wires.png
Only two layers are drawn.
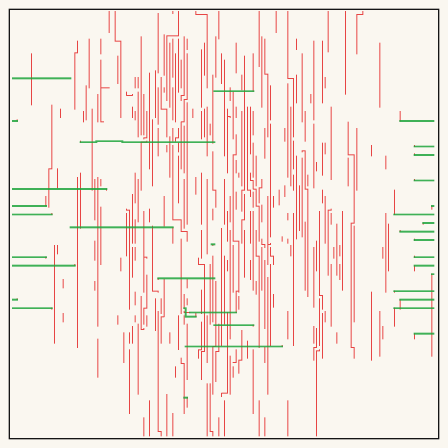
io_fan.png
Bar = 20 µm.
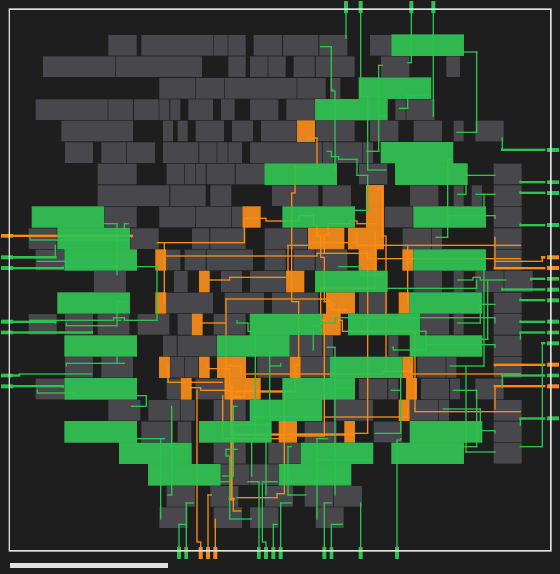
$ cat src/rtl/fifo_rd_packer.sv
// fifo_rd_packer
//   Pops Dsize-bit words from a show-ahead FIFO and packs LANES of them into
//   one output word. A partial word can be emitted early with flush. The
//   first popped byte lands in the least-significant lane, and unfilled lanes
//   read as zero.
//
// Ports
//   rclk        clock (FIFO read domain)
//   r_rst       asynchronous active-low reset
//   rd_data     FIFO read data, valid while rempty is low
//   rempty      FIFO empty flag
//   rinc        FIFO pop request (combinational)
//   flush       level request to emit a partially filled word
//   out_data    packed output word
//   out_nbytes  number of valid lanes in out_data (1..LANES when valid)
//   out_valid   out_data / out_nbytes valid
//   out_ready   downstream accept; transfer on out_valid && out_ready
module fifo_rd_packer #(
    parameter int Dsize = 8,
    parameter int LANES = 4
) (
    input  logic                       rclk,
    input  logic                       r_rst,
    input  logic [Dsize-1:0]           rd_data,
    input  logic                       rempty,
    output logic                       rinc,
    input  logic                       flush,
    output logic [Dsize*LANES-1:0]     out_data,
    output logic [$clog2(LANES):0]     out_nbytes,
    output logic                       out_valid,
    input  logic                       out_ready
);

    localparam int CW = $clog2(LANES);

    typedef enum logic {FILL, HOLD} state_t;

    state_t                  state_q, state_d;
    logic [CW-1:0]           cnt_q, cnt_d;
    logic [Dsize*LANES-1:0]  lanes_q, lanes_d;
    logic [CW:0]             nbytes_q, nbytes_d;
    logic                    valid_q, valid_d;

    logic pop;
    logic last_lane;
    logic flush_emit;
    logic xfer;

    // Gating with r_rst keeps the FIFO from popping while reset is held.
    assign rinc       = r_rst && (state_q == FILL) && !rempty;
    assign pop        = rinc;
    assign last_lane  = (cnt_q == CW'(LANES - 1));
    // Flush with nothing collected and no byte arriving is ignored.
    assign flush_emit = flush && (pop || (cnt_q != '0));
    assign xfer       = (state_q == HOLD) && out_ready;

    // State register
    always_ff @(posedge rclk or negedge r_rst) begin
        if (!r_rst) begin
            state_q  <= FILL;
            cnt_q    <= '0;
            lanes_q  <= '0;
            nbytes_q <= '0;
            valid_q  <= 1'b0;
        end else begin
            state_q  <= state_d;
            cnt_q    <= cnt_d;
            lanes_q  <= lanes_d;
            nbytes_q <= nbytes_d;
            valid_q  <= valid_d;
        end
    end

    // Next-state logic
    always_comb begin
        state_d = state_q;
        case (state_q)
            FILL: if ((pop && last_lane) || flush_emit) state_d = HOLD;
            HOLD: if (out_ready) state_d = FILL;
            default: state_d = FILL;
        endcase
    end

    // Datapath / output logic
    always_comb begin
        cnt_d    = cnt_q;
        lanes_d  = lanes_q;
        nbytes_d = nbytes_q;
        valid_d  = valid_q;
        if (state_q == FILL) begin
            if (pop) begin
                lanes_d[cnt_q*Dsize +: Dsize] = rd_data;
            end
            if ((pop && last_lane) || flush_emit) begin
                // Emitted count includes a byte popped on this same edge.
                valid_d  = 1'b1;
                nbytes_d = {1'b0, cnt_q} + (CW+1)'(pop);
                cnt_d    = '0;
            end else if (pop) begin
                cnt_d = cnt_q + 1'b1;
            end
        end else if (xfer) begin
            // Clearing lanes here is what keeps stale bytes out of later words.
            cnt_d    = '0;
            lanes_d  = '0;
            nbytes_d = '0;
            valid_d  = 1'b0;
        end
    end

    assign out_data   = lanes_q;
    assign out_nbytes = nbytes_q;
    assign out_valid  = valid_q;

endmodule
$ cat config.mk
export PLATFORM = sky130hd
export DESIGN_NAME = fifo_rd_packer
export DESIGN_NICKNAME = d
export VERILOG_FILES = /design/src/rtl/fifo_rd_packer.sv
export SDC_FILE = /design/constraint.sdc
export NUM_CORES = 1
export LEC_CHECK = 0
export ABC_AREA = 0
export ABC_CLOCK_PERIOD_IN_PS = 2100
export CORE_MARGIN = 2
export CORE_UTILIZATION = 48
export DETAILED_ROUTE_END_ITERATION = 8
export PLACE_DENSITY = 0.88
export SKIP_LAST_GASP = 1
export SLEW_MARGIN = 20
export SYNTH_ARGS = -nofsm -noshare
export SYNTH_HDL_FRONTEND = slang
export SYNTH_SLANG_ARGS = --single-unit
export TNS_END_PERCENT = 30
$ cat constraint.sdc
create_clock -name rclk -period 2.1 [get_ports rclk]
set_input_delay 0.315 -clock rclk [delete_from_list [all_inputs] [get_ports rclk]]
set_output_delay 0.315 -clock rclk [all_outputs]
set_load 0.02 [all_outputs]
==> flow.log <==
[report] implementation figures
INFO  metric design.core.area = 4000 µm²
INFO  metric ir_worst_vdd = roughly 0.58 mV
INFO  metric min_path_type = in -> async
INFO  metric postSynthNetCount = about 200
INFO  metric master_cell_of_the_clock_root_buffer = clkbuf_8
INFO  metric relSlewSlack = 65.0%
INFO  metric synthDominantAreaCellType = dfrtp_1
INFO  metric postCtsSetupBuffers = 0
INFO  metric setup-tns-final = 0 ns
INFO  metric cts_tree = yes
INFO  metric final_nets = ~250
INFO  metric finalHoldViolCount = 0
INFO  metric design.die.area = ~4700 µm²
INFO  metric grt_start_max_net_pins = just over 40
INFO  metric ys_cells = around 180
INFO  metric via_count_of_the_first_global_routing_pass = around 1,400
INFO  metric worstReg2RegEnd = out_data[2]$_DFFE_PN0P_
INFO  metric max_freq = ~500 MHz
INFO  metric crit_required = between 1.5 and 2 ns
INFO  metric drt_via_density = 5.20
INFO  metric synth.yosys.warnings = 0
INFO  metric row_count = 23
INFO  metric worst_slack = 0.113 ns
INFO  metric finalMaxSlewViolations = 0
INFO  metric top_cell_area_share = 49.1%
INFO  metric drtIter0Drc = 58
INFO  metric ant_nets = 0
INFO  metric synth_area = between 1500 and 2000 µm²
INFO  metric drcViolationCount = 0
INFO  metric cts_hold_buf = 0
INFO  metric worstSetupStartpointType = flip-flop
INFO  metric clock_latency = ~0.29 ns
INFO  metric filler_cell_count = ~330
INFO  metric cp_max_fo = 10
INFO  metric cts_max_level = 2
INFO  metric fp-utilization = roughly half
INFO  metric status = complete, no violations
INFO  metric cts_repair_resize_count = 0
INFO  metric syn2layout_area_growth = 32.6%
INFO  metric drt_pass1_iterations = 4
INFO  metric chipWidth = a little under 70 µm
INFO  metric globalRouteOverflowTotal = 0
INFO  metric post_synth_main_area_contributors = dfrtp_1, mux2_2, mux2i_1, ha_1, inv_1
INFO  metric grt_first_pass_wirelength = around 6700 µm
INFO  metric critPathCaptureType = output pin
INFO  metric worst_r2r_startpoint = cnt_q[0]$_DFFE_PN0P_
INFO  metric rsz0062_at_grt = false
INFO  metric final_hpwl_from_detailed_placement = between 2000 and 3000 µm
INFO  metric cts.reportedPaths.clkPinSlew = roughly 0.080 ns
INFO  metric leakage_power_of_the_design = 1.25 nW
INFO  metric synth.yosys.seq_area_share = 49.1%
INFO  metric antenna_found_initial = 0
INFO  metric ff_type = dfrtp_1
INFO  metric num_antenna_cells = 0
INFO  metric drv.max_cap_violation_count = 0
INFO  metric mean_area_per_synthesized_cell = about 11 µm²
INFO  metric worst_r2r_path_depth = 7
INFO  metric max-clock-path-buffers = 2
INFO  metric edf_count = 0
INFO  metric final_core_utilization = around two thirds
INFO  metric synth-seq-cells = 39
INFO  metric setup_crit_path_kind = reg -> out
INFO  metric cts.sinks = 39
INFO  metric final_layout_size_suffix_gt1_share = ~17%
INFO  metric setup-violations-final = 0
INFO  metric setup.reg_to_reg.worst_slack = 0.19 ns
INFO  metric die-height = 68.4 µm
INFO  metric finalCritPeriodShare = 94.6%
INFO  metric layout_min_cycle_time = 1.99 ns
INFO  metric numCtsBuffers = 5
INFO  metric number_of_cells_produced_by_synthesis = about 180
INFO  metric synth.lib_cells_used.distinct = 34
INFO  metric detailedPlace.worstSlack = just over 0.2 ns
INFO  metric p_per_area = roughly 1000 nW/µm²
INFO  metric final.setup_skew = a little over 0.008 ns
INFO  metric ys_async_sr_fraction = 100%
INFO  metric synth-area-yosys = between 1500 and 2000 µm²
INFO  metric worst_slew_pin_slew = between 0.5 and 0.6 ns
INFO  metric gp_routability_congestion = roughly 0.81
INFO  metric log.warning_count = 30
INFO  metric critical_path_arrival = 1.67 ns
## Picture notes: wires.png
color	layer	wire length
red	metal 2	2,040 µm
green	metal 3	202 µm
post-detailed-routing wire length: 4200 µm
global-route usage over all layers: 19.8%
routed length per instance: 15.0 µm
via count: 1,455

## Picture notes: io_fan.png
color	port	bits	direction	end cells	buffers	wire
green	out_data	32	output	32	32	740 µm
orange	rd_data	8	input	32	8	577 µm
total I/O pin count: 50
buffers added on ports: 49

==> registers in the layout (all words and copies together) (netlist names) <==
register / count
out_data: 32
out_nbytes: 3
state_q: 1
out_valid: 1
cnt_q: 2
==> critical path, stage by stage (launching register included) <==
cell and delay, ns:
dfrtp_1 0.51, nor3b_2 0.24, clkdlybuf4s50_1 0.63
==> area by class of cell <==
class                      count  area, µm²  area share, %
clock inverter                 2       35.0           1.33
clock buffer                   6       82.6           3.13
multi-input combinational    109        885           33.5
inverter                      20       75.1           2.84
tap                           50       62.6           2.37
timing repair buffer          54        523           19.8
sequential                    39        976           37.0
==> worst max-delay path by stage <==
stage | startpoint | endpoint | slack, ns | cells past startpoint
3_5_place_dp | rempty | out_data[27]$_DFFE_PN0P_ | 0.20 | 5
2_1_floorplan | cnt_q[0]$_DFFE_PN0P_ | out_data[0]$_DFFE_PN0P_ | 0.28 | 6
4_1_cts | state_q$_DFF_PN0_ | rinc | 0.1 | 2
6_report | state_q$_DFF_PN0_ | rinc | 0.11 | 2
3_3_place_gp | rempty | rinc | 0.23 | 3
5_1_grt | state_q$_DFF_PN0_ | rinc | 0.03 | 2
==> Yosys cell counts (2+ instances only) <==
cell type	number
dfrtp_1	39
nor3b_2	2
nand4_1	8
or2_2	2
mux2_2	15
buf_4	3
inv_1	20
a21oi_4	4
nor3_1	8
clkbuf_1	2
mux2i_1	16
ha_1	7
nand2_1	19
o2bb2ai_1	3
nor2b_1	2
buf_1	2
and3_1	8
==> cell families after synthesis <==
kind of cell,synth area share [%]
AND-OR/OR-AND,7.23
adder cells (fa/ha/maj),4.40
buffers and inverters,6.48
flip-flops,49.1
multiplexers,17.1
AND/OR/NAND/NOR,15.7
==> through the flow <==
step | power [mW] | instances | cell area (µm²) | hold WS [ns]
finish | 2.57 | 280 | 2640 | 0.0891
global route | 2.73 | 280 | 2640 | 0.139
CTS | 2.60 | 280 | 2640 | 0.101
detailed placement | 1.94 | 272 | 2520 | 0.425
global placement | 1.91 | 272 | 2520 | 0.416
floorplan | 1.62 | 177 | 1990 | 0.0194
==> per-layer routing <==
layer  vias to the layer above  global-route usage, %  part of all wire (%)
met5                         -                      0                     0
met2                        37                   30.5                    49
met3                        10                   5.26                   4.8
li1                        709                      -                     -
met4                         0                   8.75                   1.8
met1                       699                   26.1                    45
==> cell usage in the layout, fill, tap and decap left out, types with 2 or more instances in the layout <==
| master | instances |
|---|---|
| and3_1 | 8 |
| o2bb2ai_1 | 3 |
| clkdlybuf4s50_1 | 48 |
| clkbuf_8 | 6 |
| a21oi_4 | 4 |
| mux2_2 | 15 |
| buf_4 | 5 |
| nor3_1 | 8 |
| nor2b_1 | 2 |
| mux2i_1 | 16 |
| or2_2 | 2 |
| nor3b_2 | 2 |
| inv_1 | 20 |
| nand4_1 | 8 |
| dfrtp_1 | 39 |
| nand2_1 | 19 |
| ha_1 | 7 |
==> report_power, final <==
group	internal, mW	switching [mW]
clock	0.384	0.258
sequential	0.846	0.0868
combinational	0.438	0.561
Power and IR drop assume default switching activity.
